## config.mk

```make
export PLATFORM = sky130hd
export DESIGN_NAME = ahb_apb_bridge_flat
export DESIGN_NICKNAME = d
export VERILOG_FILES = /design/src/rtl/ahb_apb_bridge_pkg.sv /design/src/rtl/ahb_apb_bridge_if.sv /design/src/rtl/ahb_apb_bridge.sv /design/src/flat_wrapper.sv
export SDC_FILE = /design/constraint.sdc
export NUM_CORES = 1
export LEC_CHECK = 0
export CAP_MARGIN = 20
export CORE_MARGIN = 2
export CORE_UTILIZATION = 40
export DETAILED_ROUTE_END_ITERATION = 10
export HOLD_SLACK_MARGIN = 0.03
export PLACE_DENSITY = 0.79
export SLEW_MARGIN = 40
export SYNTH_ARGS = -nofsm -noshare
export SYNTH_HDL_FRONTEND = slang
export SYNTH_SLANG_ARGS = --single-unit
```

## constraint.sdc

```tcl
create_clock -name hclk -period 1.7 [get_ports hclk]
set_input_delay 0.17 -clock hclk [delete_from_list [all_inputs] [get_ports hclk]]
set_output_delay 0.17 -clock hclk [all_outputs]
set_load 0.03 [all_outputs]
```

## src/rtl/ahb_apb_bridge_pkg.sv

```systemverilog
// Shared types and bus encodings for the AHB-Lite to APB3 bridge.
package ahb_apb_bridge_pkg;

  typedef enum logic [2:0] {
    ST_IDLE   = 3'd0,
    ST_WDATA  = 3'd1,
    ST_SETUP  = 3'd2,
    ST_ACCESS = 3'd3,
    ST_ERR1   = 3'd4,
    ST_ERR2   = 3'd5
  } bridge_state_e;

  localparam logic [1:0] HTRANS_IDLE   = 2'b00;
  localparam logic [1:0] HTRANS_BUSY   = 2'b01;
  localparam logic [1:0] HTRANS_NONSEQ = 2'b10;
  localparam logic [1:0] HTRANS_SEQ    = 2'b11;

  localparam logic HRESP_OKAY  = 1'b0;
  localparam logic HRESP_ERROR = 1'b1;

endpackage

```

## src/rtl/ahb_apb_bridge_if.sv

```systemverilog
// AHB-Lite slave side and APB3 master side of the bridge in one bundle.
interface ahb_apb_bridge_if #(
  parameter int ADDR_W = 16,
  parameter int DATA_W = 32
);
  logic              hsel;
  logic [ADDR_W-1:0] haddr;
  logic [1:0]        htrans;
  logic              hwrite;
  logic [DATA_W-1:0] hwdata;
  logic              hready;
  logic              hreadyout;
  logic              hresp;
  logic [DATA_W-1:0] hrdata;
  logic [ADDR_W-1:0] paddr;
  logic              psel;
  logic              penable;
  logic              pwrite;
  logic [DATA_W-1:0] pwdata;
  logic [DATA_W-1:0] prdata;
  logic              pready;
  logic              pslverr;
  logic              wr_err;

  modport slave (
    input  hsel, haddr, htrans, hwrite, hwdata, hready,
    output hreadyout, hresp, hrdata,
    output paddr, psel, penable, pwrite, pwdata,
    input  prdata, pready, pslverr,
    output wr_err
  );

  modport master (
    output hsel, haddr, htrans, hwrite, hwdata, hready,
    input  hreadyout, hresp, hrdata,
    input  paddr, psel, penable, pwrite, pwdata,
    output prdata, pready, pslverr,
    input  wr_err
  );
endinterface

```

## src/rtl/ahb_apb_bridge.sv

```systemverilog
// AHB-Lite word transfers to APB3 SETUP/ACCESS, pslverr -> 2-cycle ERROR.
// Define AHB_APB_BRIDGE_POSTED_WR_EN for posted writes with wr_err pulses.
module ahb_apb_bridge
  import ahb_apb_bridge_pkg::*;
#(
  parameter int ADDR_W = 16,
  parameter int DATA_W = 32
) (
  input logic             hclk,
  input logic             hreset,
  ahb_apb_bridge_if.slave bus
);

`ifdef AHB_APB_BRIDGE_POSTED_WR_EN
  localparam logic POSTED = 1'b1;
`else
  localparam logic POSTED = 1'b0;
`endif

  localparam logic [2:0] S_IDLE   = ST_IDLE;
  localparam logic [2:0] S_WDATA  = ST_WDATA;
  localparam logic [2:0] S_SETUP  = ST_SETUP;
  localparam logic [2:0] S_ACCESS = ST_ACCESS;
  localparam logic [2:0] S_ERR1   = ST_ERR1;
  localparam logic [2:0] S_ERR2   = ST_ERR2;

  logic [2:0]        r_state;
  logic [2:0]        w_next;
  logic [ADDR_W-1:0] r_paddr;
  logic              r_pwrite;
  logic [DATA_W-1:0] r_pwdata;
  logic [DATA_W-1:0] r_hrdata;
  logic              r_wr_err;
  logic              r_pnd;
  logic [ADDR_W-1:0] r_pnd_addr;
  logic              r_pnd_wr;

  logic              w_hready;
  logic              w_accept;
  logic              w_done;
  logic              w_err;
  logic [ADDR_W-1:0] w_addr;
  logic              w_unused;

  assign w_hready = (r_state == S_IDLE) |
                    (r_state == S_ERR2) |
                    (POSTED & (r_state == S_WDATA));
  assign w_accept = bus.hsel & bus.htrans[1] &
                    bus.hready & w_hready;
  assign w_done   = (r_state == S_ACCESS) & bus.pready;
  // posted write errors are reported on wr_err, not on hresp
  assign w_err    = w_done & bus.pslverr &
                    ~(POSTED & r_pwrite);
  assign w_addr   = {bus.haddr[ADDR_W-1:2], 2'b00};
  assign w_unused = ^{bus.haddr[1:0], bus.htrans[0]};

  always_comb begin
    w_next = r_state;
    unique case (r_state)
      S_IDLE: begin
        if (w_accept)
          w_next = bus.hwrite ? S_WDATA : S_SETUP;
      end
      S_ERR2: begin
        if (w_accept)
          w_next = bus.hwrite ? S_WDATA : S_SETUP;
        else
          w_next = S_IDLE;
      end
      S_WDATA: w_next = S_SETUP;
      S_SETUP: w_next = S_ACCESS;
      S_ACCESS: begin
        if (bus.pready) begin
          if (w_err)
            w_next = S_ERR1;
          else if (r_pnd)
            w_next = r_pnd_wr ? S_WDATA : S_SETUP;
          else
            w_next = S_IDLE;
        end
      end
      S_ERR1:  w_next = S_ERR2;
      default: w_next = S_IDLE;
    endcase
  end

  always_ff @(posedge hclk) begin
    if (hreset) begin
      r_state    <= S_IDLE;
      r_paddr    <= '0;
      r_pwrite   <= 1'b0;
      r_pwdata   <= '0;
      r_hrdata   <= '0;
      r_wr_err   <= 1'b0;
      r_pnd      <= 1'b0;
      r_pnd_addr <= '0;
      r_pnd_wr   <= 1'b0;
    end else begin
      r_state <= w_next;
      if (w_accept && r_state != S_WDATA) begin
        r_paddr  <= w_addr;
        r_pwrite <= bus.hwrite;
      end
      // address phase arriving while a posted write is still pending
      if (w_accept && r_state == S_WDATA) begin
        r_pnd      <= 1'b1;
        r_pnd_addr <= w_addr;
        r_pnd_wr   <= bus.hwrite;
      end else if (w_done && r_pnd) begin
        r_pnd    <= 1'b0;
        r_paddr  <= r_pnd_addr;
        r_pwrite <= r_pnd_wr;
      end
      if (r_state == S_WDATA)
        r_pwdata <= bus.hwdata;
      if (w_done && !bus.pslverr && !r_pwrite)
        r_hrdata <= bus.prdata;
      r_wr_err <= POSTED & w_done &
                  bus.pslverr & r_pwrite;
    end
  end

  assign bus.hreadyout = w_hready;
  assign bus.hresp     = (r_state == S_ERR1 ||
                          r_state == S_ERR2) ?
                         HRESP_ERROR : HRESP_OKAY;
  assign bus.hrdata    = r_hrdata;
  assign bus.paddr     = r_paddr;
  assign bus.psel      = (r_state == S_SETUP) |
                         (r_state == S_ACCESS);
  assign bus.penable   = (r_state == S_ACCESS);
  assign bus.pwrite    = r_pwrite;
  assign bus.pwdata    = r_pwdata;
  assign bus.wr_err    = POSTED & r_wr_err;

endmodule

```

## src/flat_wrapper.sv

```systemverilog
// flat-port wrapper written by rule: the top's interface ports become plain ports
module ahb_apb_bridge_flat import ahb_apb_bridge_pkg::*;
#(
  parameter int ADDR_W = 16,
  parameter int DATA_W = 32
)
  (hclk, hreset, bus_hsel, bus_haddr, bus_htrans, bus_hwrite, bus_hwdata, bus_hready, bus_hreadyout, bus_hresp, bus_hrdata, bus_paddr, bus_psel, bus_penable, bus_pwrite, bus_pwdata, bus_prdata, bus_pready, bus_pslverr, bus_wr_err);
  ahb_apb_bridge_if #(.ADDR_W(ADDR_W), .DATA_W(DATA_W)) bus_i ();
  input logic hclk;
  input logic hreset;
  input wire logic [$bits(bus_i.hsel)-1:0] bus_hsel;
  input wire logic [$bits(bus_i.haddr)-1:0] bus_haddr;
  input wire logic [$bits(bus_i.htrans)-1:0] bus_htrans;
  input wire logic [$bits(bus_i.hwrite)-1:0] bus_hwrite;
  input wire logic [$bits(bus_i.hwdata)-1:0] bus_hwdata;
  input wire logic [$bits(bus_i.hready)-1:0] bus_hready;
  output wire logic [$bits(bus_i.hreadyout)-1:0] bus_hreadyout;
  output wire logic [$bits(bus_i.hresp)-1:0] bus_hresp;
  output wire logic [$bits(bus_i.hrdata)-1:0] bus_hrdata;
  output wire logic [$bits(bus_i.paddr)-1:0] bus_paddr;
  output wire logic [$bits(bus_i.psel)-1:0] bus_psel;
  output wire logic [$bits(bus_i.penable)-1:0] bus_penable;
  output wire logic [$bits(bus_i.pwrite)-1:0] bus_pwrite;
  output wire logic [$bits(bus_i.pwdata)-1:0] bus_pwdata;
  input wire logic [$bits(bus_i.prdata)-1:0] bus_prdata;
  input wire logic [$bits(bus_i.pready)-1:0] bus_pready;
  input wire logic [$bits(bus_i.pslverr)-1:0] bus_pslverr;
  output wire logic [$bits(bus_i.wr_err)-1:0] bus_wr_err;
  assign bus_i.hsel = bus_hsel;
  assign bus_i.haddr = bus_haddr;
  assign bus_i.htrans = bus_htrans;
  assign bus_i.hwrite = bus_hwrite;
  assign bus_i.hwdata = bus_hwdata;
  assign bus_i.hready = bus_hready;
  assign bus_hreadyout = bus_i.hreadyout;
  assign bus_hresp = bus_i.hresp;
  assign bus_hrdata = bus_i.hrdata;
  assign bus_paddr = bus_i.paddr;
  assign bus_psel = bus_i.psel;
  assign bus_penable = bus_i.penable;
  assign bus_pwrite = bus_i.pwrite;
  assign bus_pwdata = bus_i.pwdata;
  assign bus_i.prdata = bus_prdata;
  assign bus_i.pready = bus_pready;
  assign bus_i.pslverr = bus_pslverr;
  assign bus_wr_err = bus_i.wr_err;
  ahb_apb_bridge #(.ADDR_W(ADDR_W), .DATA_W(DATA_W)) u_core (.hclk(hclk), .hreset(hreset), .bus(bus_i));
endmodule
```

### Sequential cells grouped by signal name

(4 px per µm) Other sequential cells in the stronger grey, the rest of the logic in the fainter grey.
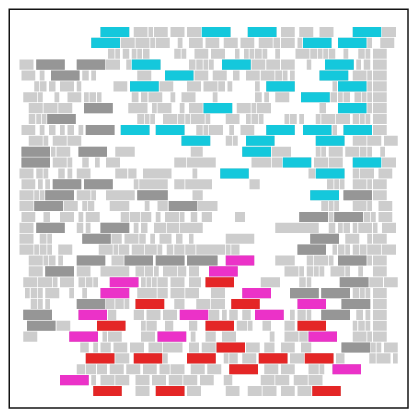
u_core.bus.hrdata -> cyan  # sequential cells 32
u_core.r_pnd_addr -> magenta  # sequential cells 14
u_core.bus.paddr -> red  # sequential cells 16
not coloured = 38
flop share of the area: 35.0%
Reg area: 0.00200 mm²

### Close-up of the layout

Region (37, 37) to (62, 62) µm. Cells in grey, sequential cells in the stronger grey; small squares are vias.
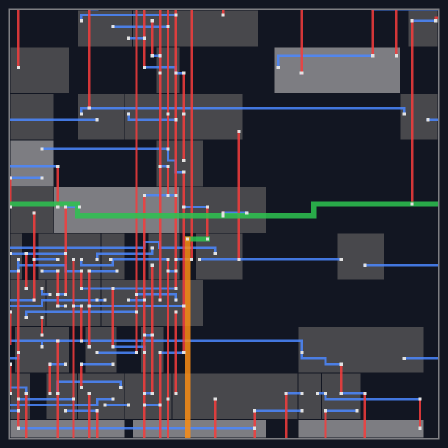
met4 -> orange
met3 -> green
met1 -> blue
met2 -> red
most frequent = buf_4 (6), nor2_1 (4), buf_12 (3)
sequential cells in the window = 2
netlist names of flops here include = u_core.bus.hrdata (1), u_core.r_state (1)
cells with their middle in the window = 31

### M2 wires

(4 px per µm)
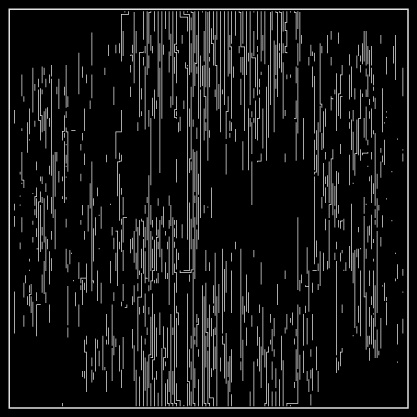
share of all routed wire = 49%
main direction = vertical
nets with wire on the layer = 556
wire length on this layer = 4,630 µm
GR Util met2: 33.8%
DR vias: 3,412
final wirelength: 9440 µm

### Sizing map

(4 px per µm)
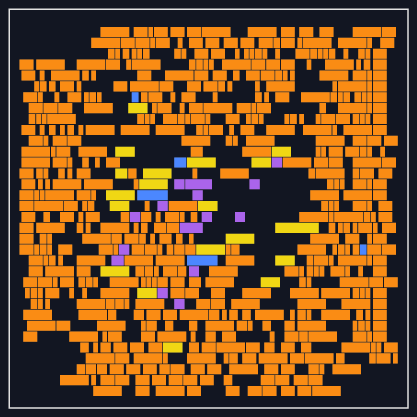
drive 2 -> blue  # cells 5, share 0.84%
drive 3 to 4 -> purple  # cells 15, share 2.5%
drive 1 or less -> orange  # cells 557, share 93%
drive 6 and up -> yellow  # cells 19, share 3.2%
Signal buffers: 185
fin worst setup slack: 0.0989 ns
Layout area overhead: 57.4%

==> flow_summary.toml <==
# implementation run metrics
[run_status]
status = "finished clean"

[logic_synthesis]
top_area_share_pct = 55.1
common_cells = "132 x nand2_1, 100 x dfxtp_1, 65 x a21oi_1"
most_common_cell = "nand2_1"
muxShareOfSynthArea_pct = 4.13
yosys_warnings = 0
synth.logic.top_family = "simple AND/OR/NAND/NOR gates"
fa_ha_area_share_pct = 0
synthCells = 428
ys_cells = 428
ys_async_sr_fraction_pct = 0

[cts]
clock-sinks = 100
cts_buffers = 9
htree_levels = 3
cts_tree = "built"
clock.latency.late_pin_ns = 0.35
cts_setup_buffers = 0
clock-root-buffer = "clkbuf_8"
clockBufferDepth = 2

[floorplanning]
die_h_um = 99.3
die_area_mm2 = 0.00987
rows = 34

[setup_path]
path_max_fanout = 8
startpoint = "u_core.r_state[1]$_SDFFE_PP0P_"
end_kind = "primary output"
critical_path_class = "flip-flop to primary output"
critPathRequiredTime_ns = 1.53
slowest_delay_ns = 0.52
path_cells = "buf_4 -> nor2b_1 -> buf_12"
r2r-end = "u_core.bus.pwdata[11]$_SDFFE_PP0P_"
r2r-start = "u_core.r_state[1]$_SDFFE_PP0P_"
worst-r2r-cell-count = 5

[drt]
drt.antenna.violating_nets = 0
highest_layer = "met4"
drc = 0
via_per_inst = 4.85
met2_wirelength_um = 4630
drt_first_pass_iters = 4

[run]
maxCapViolCount = 0

[worst_hold_path]
worst_hold_startpoint = "hreset"
hold_path_end = "u_core.r_pnd_addr[11]$_SDFFE_PP0P_"
hold_class = "primary input to flip-flop"

[timing]
hold_viol_final = 0
slew_violations = 0
timing.fmax_mhz = 625

[finish]
fin_area_mm2 = 0.00572
n_fill_cell = 751
final_common_cell = "clkdlybuf4s50_1"
most-common-layout-cells = "165 x clkdlybuf4s50_1, 132 x nand2_1, 98 x dfxtp_1, 65 x a21oi_1, 23 x nor2_1"
utilization_pct = 65.3

[power_and_ir_drop]
ir_drop_v = 0.000418
p_leak_nw = 2.03
powerDensity_mw_per_mm2 = 783

[place]
gp_congestion = 0.829
portBuffers = 170
placed_cells = 688
dpl.hpwl_um = 6880

[global_route]
grt_pass1_wl_um = 15600
grt_max_degree = 47
track_usage_pct = 19.3
==> worst max-delay path, delay by kind of cell, from the launching register on <==
family,cells,cell delay [ns]
AND/OR/NAND/NOR,1,0.23
buffers and inverters,2,0.35
flip-flops,1,0.52
==> power by group <==
| part | switching [mW] | internal, mW |
|---|---|---|
| Combinational | 0.246 | 0.316 |
| Clock | 0.785 | 0.728 |
| Sequential | 0.0262 | 2.38 |
==> flip-flops by register name, summed over array words and instances (netlist names) <==
register / cells
u_core.bus.pwrite: 1
u_core.r_state: 3
u_core.r_pnd_wr: 1
u_core.bus.hrdata: 32
u_core.bus.pwdata: 32
u_core.bus.paddr: 16
u_core.r_pnd: 1
u_core.r_pnd_addr: 14
==> logic make-up after synthesis <==
logic type,after synthesis
other cells,1
simple gates,187
xor+xnor,1
compound gates,89
mux,15
buf+inv,35
flops,100
==> through the flow <==
step	TNS, ns	power [mW]	setup slack (ns)
after floorplan	0	2.69	0.199
after global placement	0	3.02	0.0325
after detailed placement	-0.00670	3.02	-0.00670
after CTS	0	4.56	0.00395
after global routing	0	4.70	0.0116
final	0	4.48	0.0989
==> cell type report <==
cell class / instances / area share (%)
Clock buffer: 11 / 2.47
Clock inverter: 5 / 1.05
Inverter: 2 / 0.131
Multi-Input combinational cell: 293 / 26.0
Sequential cell: 100 / 35.0
Tap cell: 108 / 2.36
Timing Repair Buffer: 185 / 33.0
==> what timing repair did <==
action / 4_1_cts / 5_1_grt
hold endpoints to repair: 0 / 0
hold buffers: 0 / 0
resized: 2 / 1
endpoints found under the setup margin: 2 / 37
pin swaps: 0 / 0
==> metal layers <==
layer  track usage [%]  vias to the layer above
li1                  -                     1733
met1              22.6                     1565
met2              33.8                      107
met3              6.39                        7
met4              5.69                        0
met5                 0                        -
Power is estimated from default activity; no workload was simulated.
